[config.mk]
export PLATFORM = sky130hd
export DESIGN_NAME = sdram_cmd_arbiter
export DESIGN_NICKNAME = d
export VERILOG_FILES = /design/src/rtl/sdram_cmd_arbiter.sv
export SDC_FILE = /design/constraint.sdc
export NUM_CORES = 1
export LEC_CHECK = 0
export CAP_MARGIN = 10
export CORE_MARGIN = 1
export CORE_UTILIZATION = 35
export DETAILED_ROUTE_END_ITERATION = 6
export GPL_TIMING_DRIVEN = 0
export PLACE_DENSITY = 0.83
export SYNTH_ARGS = -nofsm -noshare
export SYNTH_HDL_FRONTEND = slang
export SYNTH_SLANG_ARGS = --single-unit
[constraint.sdc]
create_clock -name sdram_clk -period 4.1 [get_ports sdram_clk]
set_input_delay 1.025 -clock sdram_clk [delete_from_list [all_inputs] [get_ports sdram_clk]]
set_output_delay 1.025 -clock sdram_clk [all_outputs]
set_load 0.005 [all_outputs]
[src/rtl/sdram_cmd_arbiter.sv]
// sdram_cmd_arbiter
// Shares one SDRAM controller command/response port between a frame-write
// requester and a frame-read requester, all in the sdram_clk domain.
// Whole bursts are granted; reads win by default, and a write that has waited
// STARVE_LIMIT cycles overrides them.
// Responses come back in order. A small owner-tag FIFO routes each response
// to the requester that issued the matching command.
// Optional statistics counters are enabled by defining SDRAM_ARB_STATS_EN.
module sdram_cmd_arbiter #(
    parameter int DATA_WIDTH   = 16,
    parameter int ADDR_WIDTH   = 24,
    parameter int MAX_BURST    = 256,
    parameter int STARVE_LIMIT = 64,
    parameter int TAG_DEPTH    = 8
) (
    input  logic                  sdram_clk,
    input  logic                  sdram_rst,
    input  logic                  wr_cmd_valid,
    output logic                  wr_cmd_ready,
    input  logic [ADDR_WIDTH-1:0] wr_cmd_addr,
    input  logic [DATA_WIDTH-1:0] wr_cmd_wdata,
    input  logic                  wr_cmd_last,
    output logic                  wr_resp_valid,
    input  logic                  wr_resp_ready,
    input  logic                  rd_cmd_valid,
    output logic                  rd_cmd_ready,
    input  logic [ADDR_WIDTH-1:0] rd_cmd_addr,
    input  logic                  rd_cmd_last,
    output logic                  rd_resp_valid,
    input  logic                  rd_resp_ready,
    output logic [DATA_WIDTH-1:0] rd_resp_rdata,
    output logic                  sdram_cmd_valid,
    input  logic                  sdram_cmd_ready,
    output logic                  sdram_cmd_rw,
    output logic [ADDR_WIDTH-1:0] sdram_cmd_addr,
    output logic [DATA_WIDTH-1:0] sdram_cmd_wdata,
    input  logic                  sdram_resp_valid,
    output logic                  sdram_resp_ready,
    input  logic [DATA_WIDTH-1:0] sdram_resp_rdata,
    output logic                  grant_rd,
    output logic                  grant_wr,
    output logic                  resp_err,
    output logic [31:0]           stat_rd_beats,
    output logic [31:0]           stat_wr_beats,
    output logic [31:0]           stat_wr_starve
);

    localparam logic [1:0] ST_IDLE   = 2'd0;
    localparam logic [1:0] ST_GNT_RD = 2'd1;
    localparam logic [1:0] ST_GNT_WR = 2'd2;

    localparam int TAG_AW   = $clog2(TAG_DEPTH);
    localparam int BEAT_W   = $clog2(MAX_BURST + 1);
    localparam int STARVE_W = $clog2(STARVE_LIMIT + 1);

    logic [1:0]           state_q, state_d;
    logic [BEAT_W-1:0]    beat_cnt_q, beat_cnt_d;
    logic [STARVE_W-1:0]  starve_q, starve_d;
    logic [TAG_DEPTH-1:0] tag_mem_q, tag_mem_d;
    logic [TAG_AW-1:0]    tag_wr_ptr_q, tag_wr_ptr_d;
    logic [TAG_AW-1:0]    tag_rd_ptr_q, tag_rd_ptr_d;
    logic [TAG_AW:0]      tag_cnt_q, tag_cnt_d;
    logic                 resp_err_q, resp_err_d;

    logic tag_full;
    logic tag_empty;
    logic head_is_wr;
    logic cmd_hs;
    logic cur_last;
    logic beat_at_limit;
    logic tag_push;
    logic tag_pop;
    logic starve_take;

    assign tag_full      = (tag_cnt_q == (TAG_AW + 1)'(TAG_DEPTH));
    assign tag_empty     = (tag_cnt_q == '0);
    assign head_is_wr    = tag_mem_q[tag_rd_ptr_q];
    assign beat_at_limit = (beat_cnt_q == BEAT_W'(MAX_BURST - 1));
    assign cmd_hs        = sdram_cmd_valid & sdram_cmd_ready;
    assign tag_push      = cmd_hs;
    assign tag_pop       = sdram_resp_valid & sdram_resp_ready & ~tag_empty;

    assign grant_rd      = (state_q == ST_GNT_RD);
    assign grant_wr      = (state_q == ST_GNT_WR);
    assign resp_err      = resp_err_q;
    assign rd_resp_rdata = sdram_resp_rdata;

    // Pass the granted requester's command straight through, held off while the tag FIFO is full
    always_comb begin
        sdram_cmd_valid = 1'b0;
        sdram_cmd_rw    = 1'b0;
        sdram_cmd_addr  = '0;
        sdram_cmd_wdata = '0;
        rd_cmd_ready    = 1'b0;
        wr_cmd_ready    = 1'b0;
        cur_last        = 1'b0;
        case (state_q)
            ST_GNT_RD: begin
                sdram_cmd_valid = rd_cmd_valid & ~tag_full;
                rd_cmd_ready    = sdram_cmd_ready & ~tag_full;
                sdram_cmd_addr  = rd_cmd_addr;
                cur_last        = rd_cmd_last;
            end
            ST_GNT_WR: begin
                sdram_cmd_valid = wr_cmd_valid & ~tag_full;
                wr_cmd_ready    = sdram_cmd_ready & ~tag_full;
                sdram_cmd_rw    = 1'b1;
                sdram_cmd_addr  = wr_cmd_addr;
                sdram_cmd_wdata = wr_cmd_wdata;
                cur_last        = wr_cmd_last;
            end
            default: ;
        endcase
    end

    // Arbitrate from IDLE, hold a grant for a whole burst and release on last or burst limit
    always_comb begin
        state_d     = state_q;
        beat_cnt_d  = beat_cnt_q;
        starve_take = 1'b0;
        case (state_q)
            ST_IDLE: begin
                if (wr_cmd_valid && (starve_q >= STARVE_W'(STARVE_LIMIT))) begin
                    state_d     = ST_GNT_WR;
                    starve_take = 1'b1;
                end else if (rd_cmd_valid) begin
                    state_d = ST_GNT_RD;
                end else if (wr_cmd_valid) begin
                    state_d = ST_GNT_WR;
                end
            end
            ST_GNT_RD, ST_GNT_WR: begin
                if (cmd_hs) begin
                    if (cur_last || beat_at_limit) begin
                        state_d    = ST_IDLE;
                        beat_cnt_d = '0;
                    end else begin
                        beat_cnt_d = beat_cnt_q + 1'b1;
                    end
                end
            end
            default: state_d = ST_IDLE;
        endcase
    end

    // Count how long a write has been kept waiting; saturate, and clear when it gets the port
    always_comb begin
        starve_d = starve_q;
        if (state_q == ST_IDLE && state_d == ST_GNT_WR) begin
            starve_d = '0;
        end else if (wr_cmd_valid && state_q != ST_GNT_WR &&
                     starve_q != STARVE_W'(STARVE_LIMIT)) begin
            starve_d = starve_q + 1'b1;
        end
    end

    // Route each response by the owner tag at the FIFO head; drain strays when nothing is outstanding
    always_comb begin
        wr_resp_valid    = 1'b0;
        rd_resp_valid    = 1'b0;
        sdram_resp_ready = 1'b0;
        if (tag_empty) begin
            sdram_resp_ready = 1'b1;
        end else if (head_is_wr) begin
            wr_resp_valid    = sdram_resp_valid;
            sdram_resp_ready = wr_resp_ready;
        end else begin
            rd_resp_valid    = sdram_resp_valid;
            sdram_resp_ready = rd_resp_ready;
        end
    end

    // Owner-tag FIFO bookkeeping plus the sticky stray-response flag
    always_comb begin
        tag_mem_d    = tag_mem_q;
        tag_wr_ptr_d = tag_wr_ptr_q;
        tag_rd_ptr_d = tag_rd_ptr_q;
        tag_cnt_d    = tag_cnt_q;
        if (tag_push) begin
            tag_mem_d[tag_wr_ptr_q] = (state_q == ST_GNT_WR);
            tag_wr_ptr_d            = tag_wr_ptr_q + 1'b1;
        end
        if (tag_pop) begin
            tag_rd_ptr_d = tag_rd_ptr_q + 1'b1;
        end
        case ({tag_push, tag_pop})
            2'b10:   tag_cnt_d = tag_cnt_q + 1'b1;
            2'b01:   tag_cnt_d = tag_cnt_q - 1'b1;
            default: tag_cnt_d = tag_cnt_q;
        endcase
        resp_err_d = resp_err_q | (sdram_resp_valid & tag_empty);
    end

    // Register all arbiter state
    always_ff @(posedge sdram_clk) begin
        if (sdram_rst) begin
            state_q      <= ST_IDLE;
            beat_cnt_q   <= '0;
            starve_q     <= '0;
            tag_mem_q    <= '0;
            tag_wr_ptr_q <= '0;
            tag_rd_ptr_q <= '0;
            tag_cnt_q    <= '0;
            resp_err_q   <= 1'b0;
        end else begin
            state_q      <= state_d;
            beat_cnt_q   <= beat_cnt_d;
            starve_q     <= starve_d;
            tag_mem_q    <= tag_mem_d;
            tag_wr_ptr_q <= tag_wr_ptr_d;
            tag_rd_ptr_q <= tag_rd_ptr_d;
            tag_cnt_q    <= tag_cnt_d;
            resp_err_q   <= resp_err_d;
        end
    end

`ifdef SDRAM_ARB_STATS_EN
    logic [31:0] stat_rd_beats_q, stat_rd_beats_d;
    logic [31:0] stat_wr_beats_q, stat_wr_beats_d;
    logic [31:0] stat_wr_starve_q, stat_wr_starve_d;

    // Count issued beats per owner and starvation overrides, wrapping freely
    always_comb begin
        stat_rd_beats_d  = stat_rd_beats_q;
        stat_wr_beats_d  = stat_wr_beats_q;
        stat_wr_starve_d = stat_wr_starve_q;
        if (cmd_hs && state_q == ST_GNT_RD) stat_rd_beats_d = stat_rd_beats_q + 32'd1;
        if (cmd_hs && state_q == ST_GNT_WR) stat_wr_beats_d = stat_wr_beats_q + 32'd1;
        if (starve_take) stat_wr_starve_d = stat_wr_starve_q + 32'd1;
    end

    // Register the statistics counters
    always_ff @(posedge sdram_clk) begin
        if (sdram_rst) begin
            stat_rd_beats_q  <= '0;
            stat_wr_beats_q  <= '0;
            stat_wr_starve_q <= '0;
        end else begin
            stat_rd_beats_q  <= stat_rd_beats_d;
            stat_wr_beats_q  <= stat_wr_beats_d;
            stat_wr_starve_q <= stat_wr_starve_d;
        end
    end

    assign stat_rd_beats  = stat_rd_beats_q;
    assign stat_wr_beats  = stat_wr_beats_q;
    assign stat_wr_starve = stat_wr_starve_q;
`else
    logic unused_starve_take;
    assign unused_starve_take = starve_take;
    assign stat_rd_beats  = '0;
    assign stat_wr_beats  = '0;
    assign stat_wr_starve = '0;
`endif

endmodule

==> images/congestion.png <==
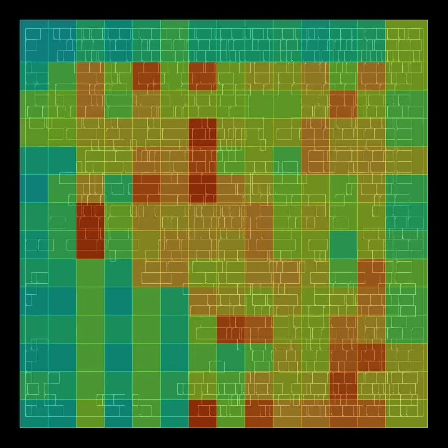
final core occ: 58.0%
total track usage: 18.4%
met2 usage: 33.4%
routed len/inst: 12.7 µm
routing usage on met1: 22.8%

==> images/power_grid.png <==
Scale bar: 20 µm. Pins as bars on the die edge. Tap cells in grey.
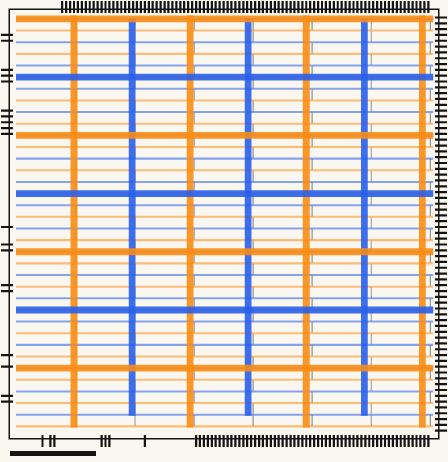
[blue] VDD
[orange] VSS
met4 straps: 7
met1 rails: 36
rows: 35
core area: 9280 µm²
die y size: 100 µm
Worst VDD drop: 210 µV
Die Span X: 100 µm

==> images/wires.png <==
Only two layers are drawn.
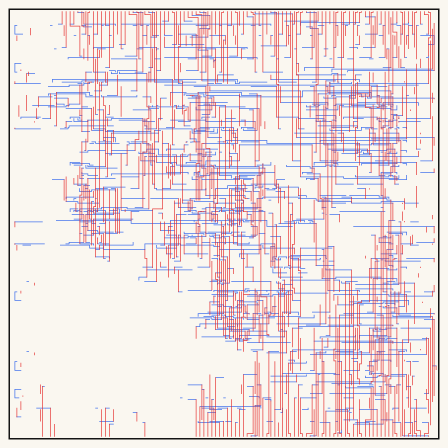
[red] metal 2 | wire length: 5180 µm
[blue] metal 1 | wire length: 3890 µm
Vias: 3235
routed wire length: 9.89 mm

==> images/flops_by_reg.png <==
Other sequential cells in the stronger grey, the rest of the logic in the fainter grey.
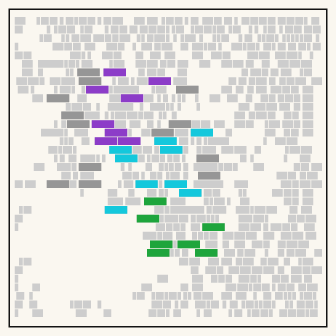
[green] starve_q | sequential cells: 7 | where: bottom centre
[purple] tag_mem_q | sequential cells: 8
[cyan] beat_cnt_q | sequential cells: 9 | where: centre
area taken by flip-flops and latches: 741 µm²
flop share of the area: 13.8%
Power Sequential: 0.000381 W

==> images/detail.png <==
Window x 63 to 88, y 13 to 38 µm. Cells in grey, sequential cells in the stronger grey; small squares are vias.
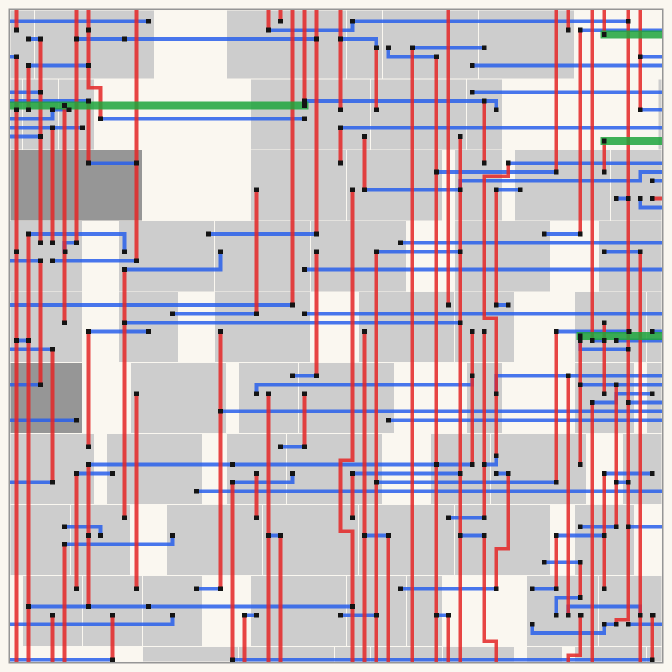
[green] metal 3
[red] metal 2
[blue] metal 1
sequential cells in the window: 1
cells with their middle in the window: 56
most frequent: clkdlybuf4s50_1 (25), and2_1 (10), a22oi_1 (5)
netlist names of flops here include: starve_q (1)

==> reports/qor.txt <==
Data arrival time of the critical path: 2.60 ns
Final setup viols: 0
Non-clk invs: 12
Rel. slew slack: 51.2%
Data required, critical path: 3.07 ns
Multi-input gate count: 322
XOR/XNOR Area Share: 4.43%
Yosys cell types: 46
PD cells: 208 nW/µm²
CP Class: register to output pin
Area share of buffers outside the clock network: 43.3%
N_diodes: 0
Dpl ws: 0.224 ns
Rows: 35
ANT nets after route: 0
# fillers: 860
Detailed placer's ending HPWL: 8.40 mm
Number of global-route vias before repair: 2848
H-Tree Depth: 2
Post-placement cell count: 773
Tap cells: 129
IO Port Bufs: 139
Logic area: 1990 µm²
Worst slew pin tran: 0.727 ns
Mapped Cells: 410
Sequential cell count: 37
WHS: 0.494 ns
Buffers, non-clock: 273
Top logic family: buffers and inverters
Cell mode on critical path: clkbuf_1
FP Core Util: 36.2%
Tally of non-filler cells in the final layout: 781
Clk sinks: 37
Total chip power: 0.00112 W
Hold Path Class: register to register
Clk cell area share: 2.14%
Post-Syn Area: 3360 µm²
Synth-to-Final Area Change: 60.2%
Logic share of the area: 36.9%
Die area: 10000 µm²
Hold Vio Cnt, Final: 0
Initial DRC Count: 139
Top cells excl fill/tap: clkdlybuf4s50_1, buf_4, conb_1, dfxtp_1, nor2_1
Status: finished clean
Clock transition at path regs: 0.08 ns
[power breakdown]
group | total, W | switching [W] | internal [W]
sequential | 0.000381 | 0.0000123 | 0.000369
combinational | 0.000420 | 0.000167 | 0.000253
clock | 0.000319 | 0.000137 | 0.000182
total | 0.00112 | 0.000317 | 0.000804
[worst max path at each step]
stage / startpoint / end / slack, ns / cells after the start
after floorplan: wr_cmd_valid / tag_cnt_q[3] / 1.00 / 12
after global placement: wr_cmd_valid / tag_cnt_q[3] / 0.32 / 13
after detailed placement: wr_cmd_valid / tag_cnt_q[3] / 0.22 / 13
after CTS: state_q[1] / sdram_cmd_wdata[9] / 0.46 / 6
after global routing: state_q[0] / sdram_cmd_wdata[9] / 0.31 / 7
final: state_q[0] / sdram_cmd_wdata[6] / 0.48 / 7
[flip-flops by register name (all words and copies together) (netlist names)]
name	cells
beat_cnt_q	9
tag_rd_ptr_q	3
resp_err	1
starve_q	7
state_q	2
tag_wr_ptr_q	3
tag_mem_q	8
tag_cnt_q	4
[synthesized netlist by cell type, types with 3 or more instances]
library cell | count | share of area (%)
dfxtp_1 | 37 | 22
clkbuf_1 | 16 | 1.8
nand3_1 | 7 | 1.0
nand2_1 | 12 | 1.3
a22oi_1 | 25 | 5.6
a21oi_1 | 12 | 1.8
o21ai_0 | 3 | 0.45
mux2i_1 | 11 | 3.3
buf_2 | 3 | 0.45
buf_4 | 114 | 25
xor2_1 | 12 | 3.1
and3_1 | 6 | 1.1
and2_1 | 17 | 3.2
inv_1 | 11 | 1.2
ha_1 | 13 | 4.8
nand4_1 | 5 | 0.93
a21o_1 | 3 | 0.67
nor3_1 | 11 | 1.6
nor2b_1 | 25 | 4.7
xnor2_1 | 5 | 1.3
nor2_1 | 31 | 3.5
Power is estimated from default activity; no workload was simulated.
